--- src/rtl/alu_pipeline_regs.sv ---
// Pipelined add/sub unit: one ALU_WIDTH chunk per stage, carries registered between
// stages, upper operand chunks skewed forward and lower sum chunks carried along.
module alu_pipeline_regs_chunk #(
    parameter int W    = 4,
    parameter int TYPE = 0
) (
    input  logic [W-1:0] i_a,
    input  logic [W-1:0] i_b,
    input  logic         i_add_nsub,
    input  logic         i_cin,
    output logic [W-1:0] o_sum,
    output logic         o_cout
);
    logic [W-1:0] w_b;

    always_comb begin
        if (TYPE == 0 || (TYPE == 2 && i_add_nsub)) w_b = i_b;
        else                                          w_b = ~i_b;
    end

    assign {o_cout, o_sum} = {1'b0, i_a} + {1'b0, w_b} + {{W{1'b0}}, i_cin};
endmodule

module alu_pipeline_regs #(
    parameter int WIDTH     = 15,
    parameter int ALU_WIDTH = 4,
    parameter int TYPE      = 0
) (
    input  logic             clk,
    input  logic             rst,
    input  logic             in_valid,
    output logic             in_ready,
    input  logic [WIDTH-1:0] a,
    input  logic [WIDTH-1:0] b,
    input  logic             add_nsub,
    input  logic             cin,
    output logic             out_valid,
    input  logic             out_ready,
    output logic [WIDTH-1:0] sum,
    output logic             cout
);
    localparam int C = (WIDTH + ALU_WIDTH - 1) / ALU_WIDTH;
    localparam int P = (C > 1) ? C - 1 : 1;

    if (TYPE < 0 || TYPE > 2) begin : g_bad_type
        $error("alu_pipeline_regs: TYPE must be 0 (ADD), 1 (SUB) or 2 (ADDSUB)");
    end
    if (WIDTH < 1 || ALU_WIDTH < 1) begin : g_bad_width
        $error("alu_pipeline_regs: WIDTH and ALU_WIDTH must be >= 1");
    end

    logic             w_adv;
    logic [WIDTH-1:0] w_a    [C];
    logic [WIDTH-1:0] w_b    [C];
    logic [WIDTH-1:0] w_sin  [C];
    logic [WIDTH-1:0] w_sout [C];
    logic [C-1:0]     w_mode, w_cin, w_vin, w_co;

    logic [C-1:0]     r_vld, r_carry;
    logic [WIDTH-1:0] r_sum [C];
    // Pass-through operands are stored pre-shifted so chunk k+1 always sits at bit 0.
    logic [WIDTH-1:0] r_pa  [P];
    logic [WIDTH-1:0] r_pb  [P];
    logic [P-1:0]     r_mode;

    assign w_adv     = !r_vld[C-1] || out_ready;
    assign in_ready  = w_adv;
    assign out_valid = r_vld[C-1];
    assign sum       = r_sum[C-1];
    assign cout      = r_carry[C-1];

    for (genvar k = 0; k < C; k++) begin : g_stg
        localparam int LO = k * ALU_WIDTH;
        localparam int CW = (k == C - 1) ? WIDTH - LO : ALU_WIDTH;
        logic [CW-1:0] w_chunk;

        if (k == 0) begin : g_first
            assign w_a[k]    = a;
            assign w_b[k]    = b;
            assign w_mode[k] = add_nsub;
            assign w_cin[k]  = cin;
            assign w_vin[k]  = in_valid;
            assign w_sin[k]  = '0;
        end else begin : g_next
            assign w_a[k]    = r_pa[k-1];
            assign w_b[k]    = r_pb[k-1];
            assign w_mode[k] = r_mode[k-1];
            assign w_cin[k]  = r_carry[k-1];
            assign w_vin[k]  = r_vld[k-1];
            assign w_sin[k]  = r_sum[k-1];
        end

        alu_pipeline_regs_chunk #(.W(CW), .TYPE(TYPE)) u_alu (
            .i_a        (w_a[k][CW-1:0]),
            .i_b        (w_b[k][CW-1:0]),
            .i_add_nsub (w_mode[k]),
            .i_cin      (w_cin[k]),
            .o_sum      (w_chunk),
            .o_cout     (w_co[k])
        );

        assign w_sout[k] = w_sin[k] | (WIDTH'(w_chunk) << LO);
    end

    // Data registers load only with a valid transaction, so the output holds its last result.
    always_ff @(posedge clk or posedge rst) begin
        if (rst) begin
            r_vld   <= '0;
            r_carry <= '0;
            r_mode  <= '0;
            for (int k = 0; k < C; k++) r_sum[k] <= '0;
            for (int k = 0; k < P; k++) begin
                r_pa[k] <= '0;
                r_pb[k] <= '0;
            end
        end else if (w_adv) begin
            for (int k = 0; k < C; k++) begin
                r_vld[k] <= w_vin[k];
                if (w_vin[k]) begin
                    r_carry[k] <= w_co[k];
                    r_sum[k]   <= w_sout[k];
                end
            end
            for (int k = 0; k < C - 1; k++) begin
                if (w_vin[k]) begin
                    r_pa[k]   <= w_a[k] >> ALU_WIDTH;
                    r_pb[k]   <= w_b[k] >> ALU_WIDTH;
                    r_mode[k] <= w_mode[k];
                end
            end
        end
    end
endmodule

--- config.mk ---
export PLATFORM = sky130hd
export DESIGN_NAME = alu_pipeline_regs
export DESIGN_NICKNAME = d
export VERILOG_FILES = /design/src/rtl/alu_pipeline_regs.sv
export SDC_FILE = /design/constraint.sdc
export NUM_CORES = 1
export LEC_CHECK = 0
export ABC_AREA = 0
export CORE_UTILIZATION = 55
export DETAILED_ROUTE_END_ITERATION = 12
export GPL_ROUTABILITY_DRIVEN = 0
export PLACE_DENSITY = 0.88
export SYNTH_ARGS = -nofsm -noshare
export SYNTH_HDL_FRONTEND = slang
export SYNTH_SLANG_ARGS = --single-unit
--- constraint.sdc ---
create_clock -name clk -period 8.5 [get_ports clk]
set_input_delay 1.7 -clock clk [delete_from_list [all_inputs] [get_ports clk]]
set_output_delay 1.7 -clock clk [all_outputs]
set_load 0.005 [all_outputs]
run_1/placed.png
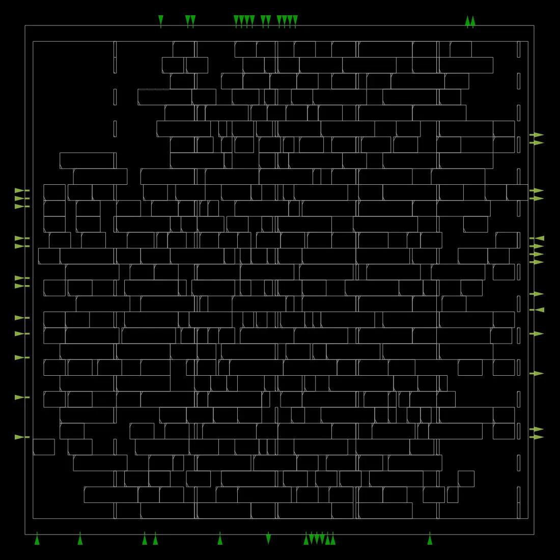
Core Area: 6910 um^2
n_taps: 96
number of fill cells: 485
Finished Layout Cells: 423

run_1/m3.png
The bar under the picture is 20 um long.
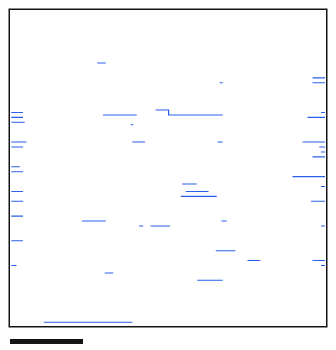
main direction = horizontal
wire length on this layer = 184 um
nets with wire on the layer = 35
longest straight run = 24.1 um
share of all routed wire = 2.8%
GRT met3 Usage: 3.32%
via count: 2252

==> run summary, run 1 <==
run metrics: I/O Buffers=52, Leading cell kind=registers, FF/Latch Area=2230 um^2, critical path launch point type=input port, CTS tree=done, hold buffers post-CTS=0, Gate power share=between 30% and 40%, setup violators final=0, Comb power=621 uW, CP Data Required Time=6.80 ns, Latency at later pin=about 0.35 ns, cycle use final=57.1%, Placed Area=4440 um^2, Reg2Reg Depth=4, Post-synth seq share=56.0%, Tool Warnings=27, post-synth top area cell=dfrtp_1, r2r setup slk=6.43 ns, ys flop type=dfrtp_1, P_leak=approximately 2.0 nW, crit end category=output port, antenna violations before repair=0, CP Depth=4, routed wl met2=3310 um, inverter count=18, ys flops=89, Seq/total area=~48%, max incr delay on CP=0.50 ns, Least-Margin Pin Slew=approximately 1.1 ns, outcome=completed, ys async rst share=100%, Top cell excl fill/tap=dfrtp_1
run_1/layers.png
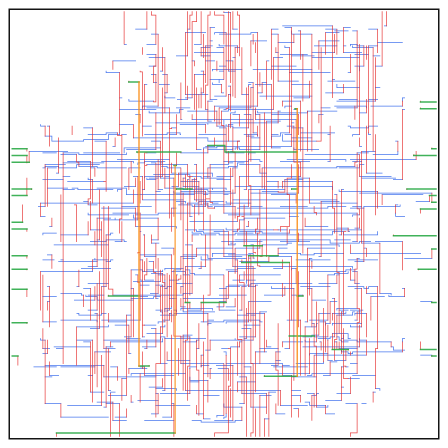
M4 -> orange  # wire length 167 um
M3 -> green  # wire length 184 um
M1 -> blue  # wire length 2840 um
M2 -> red  # wire length 3310 um
GRT Total Usage: 20.2%
post-DR wirelength/cell: 15.4 um

run_1/clock_wires.png
The bar under the picture is 20 um long.
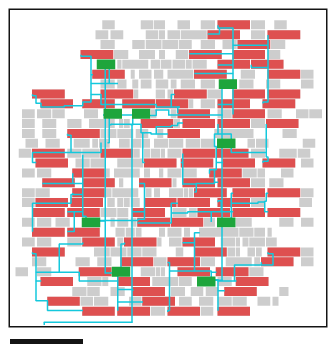
flip-flops -> red  # count 89
clock-net drivers -> green  # count 9
clock wires -> cyan  # length 943 um
flops lie = spread over the die
routed clock nets = 10

## Run 2: what changed since run 1
--- a/config.mk
+++ b/config.mk
@@ -6,10 +6,10 @@
 export NUM_CORES = 1
 export LEC_CHECK = 0
 export ABC_AREA = 0
-export CORE_UTILIZATION = 55
+export CORE_UTILIZATION = 49
 export DETAILED_ROUTE_END_ITERATION = 12
 export GPL_ROUTABILITY_DRIVEN = 0
-export PLACE_DENSITY = 0.88
+export PLACE_DENSITY = 0.83
 export SYNTH_ARGS = -nofsm -noshare
 export SYNTH_HDL_FRONTEND = slang
 export SYNTH_SLANG_ARGS = --single-unit
==> constraint.sdc (replaced) <==
create_clock -name clk -period 4.1 [get_ports clk]
set_input_delay 0.82 -clock clk [delete_from_list [all_inputs] [get_ports clk]]
set_output_delay 0.82 -clock clk [all_outputs]
set_load 0.005 [all_outputs]
run_2/clock_wires.png
The bar under the picture is 20 um long.
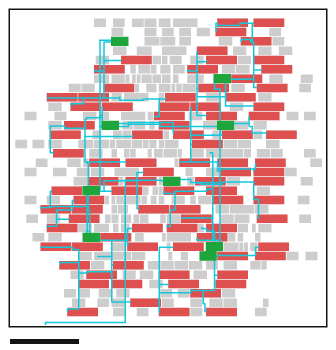
clock-net drivers -> green  # count 9
clock wires -> cyan  # length 996 um
flip-flops -> red  # count 89
routed clock nets = 10
Latency at later pin: 0.36 ns
P_clk: 652 uW
Clock power frac: 19.0%

==> run 2 against run 1 <==
Effect of this change:
- sequential power up 110%
- cell area increased by 0.13%
- total power rose by 110%
- setup slack worse by 2.6 ns
- global-route usage shrank 3.1 points
- largest cell class unchanged
- routed wire length increased by 0.29%
- combinational power up 100%
==> run summary, run 2 <==
run metrics: post-synth top area cell=dfrtp_1 (unchanged), CP Depth=4 (unchanged), FF/Latch Area=2230 um^2 (unchanged), Top cell excl fill/tap=dfrtp_1 (unchanged), post-DR wirelength/cell=15.2 um (was 15.4 um), Setup Skew=0.00449 ns (was 0.00618 ns), Comb power=1.27 mW (was 621 uW), P_leak=2.04 nW (about the same), Leading cell kind=registers (unchanged), critical path launch point type=input port (unchanged), inverter count=18 (unchanged), Core Area=7810 um^2 (was 6910 um^2), max incr delay on CP=0.49 ns (was 0.50 ns), I/O Buffers=52 (unchanged), GRT met3 Usage=3.32% (about the same), endpoints failing hold=0 (unchanged), r2r setup slk=2.04 ns (was 6.43 ns), crit end category=output port (unchanged), Placed Area=4450 um^2 (was 4440 um^2), Finished Layout Cells=430 (was 423), outcome=completed (unchanged), ys flop type=dfrtp_1 (unchanged), n_taps=102 (was 96), Reg2Reg Depth=4 (unchanged), ys async rst share=100% (unchanged), Tool Warnings=27 (unchanged), setup violators final=0 (unchanged), Seq/total area=47.7% (about the same), synth cell count leaders=dfrtp_1 (89), mux2_2 (68), buf_4 (19) (unchanged), routed wl met2=3360 um (was 3310 um), hold buffers post-CTS=0 (unchanged), via count=2257 (was 2252), GRT Total Usage=17.1% (was 20.2%), Post-synth seq share=56.0% (unchanged), CTS tree=done (unchanged)
run_2/layers.png
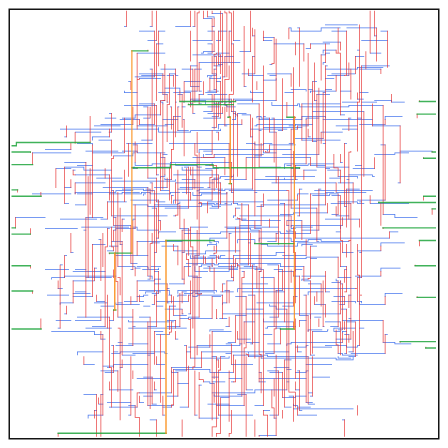
M4 -> orange  # wire length 157 um
M1 -> blue  # wire length 2780 um
M3 -> green  # wire length 226 um
M2 -> red  # wire length 3360 um

No activity file was given, so power comes from the tool's default toggle rates.
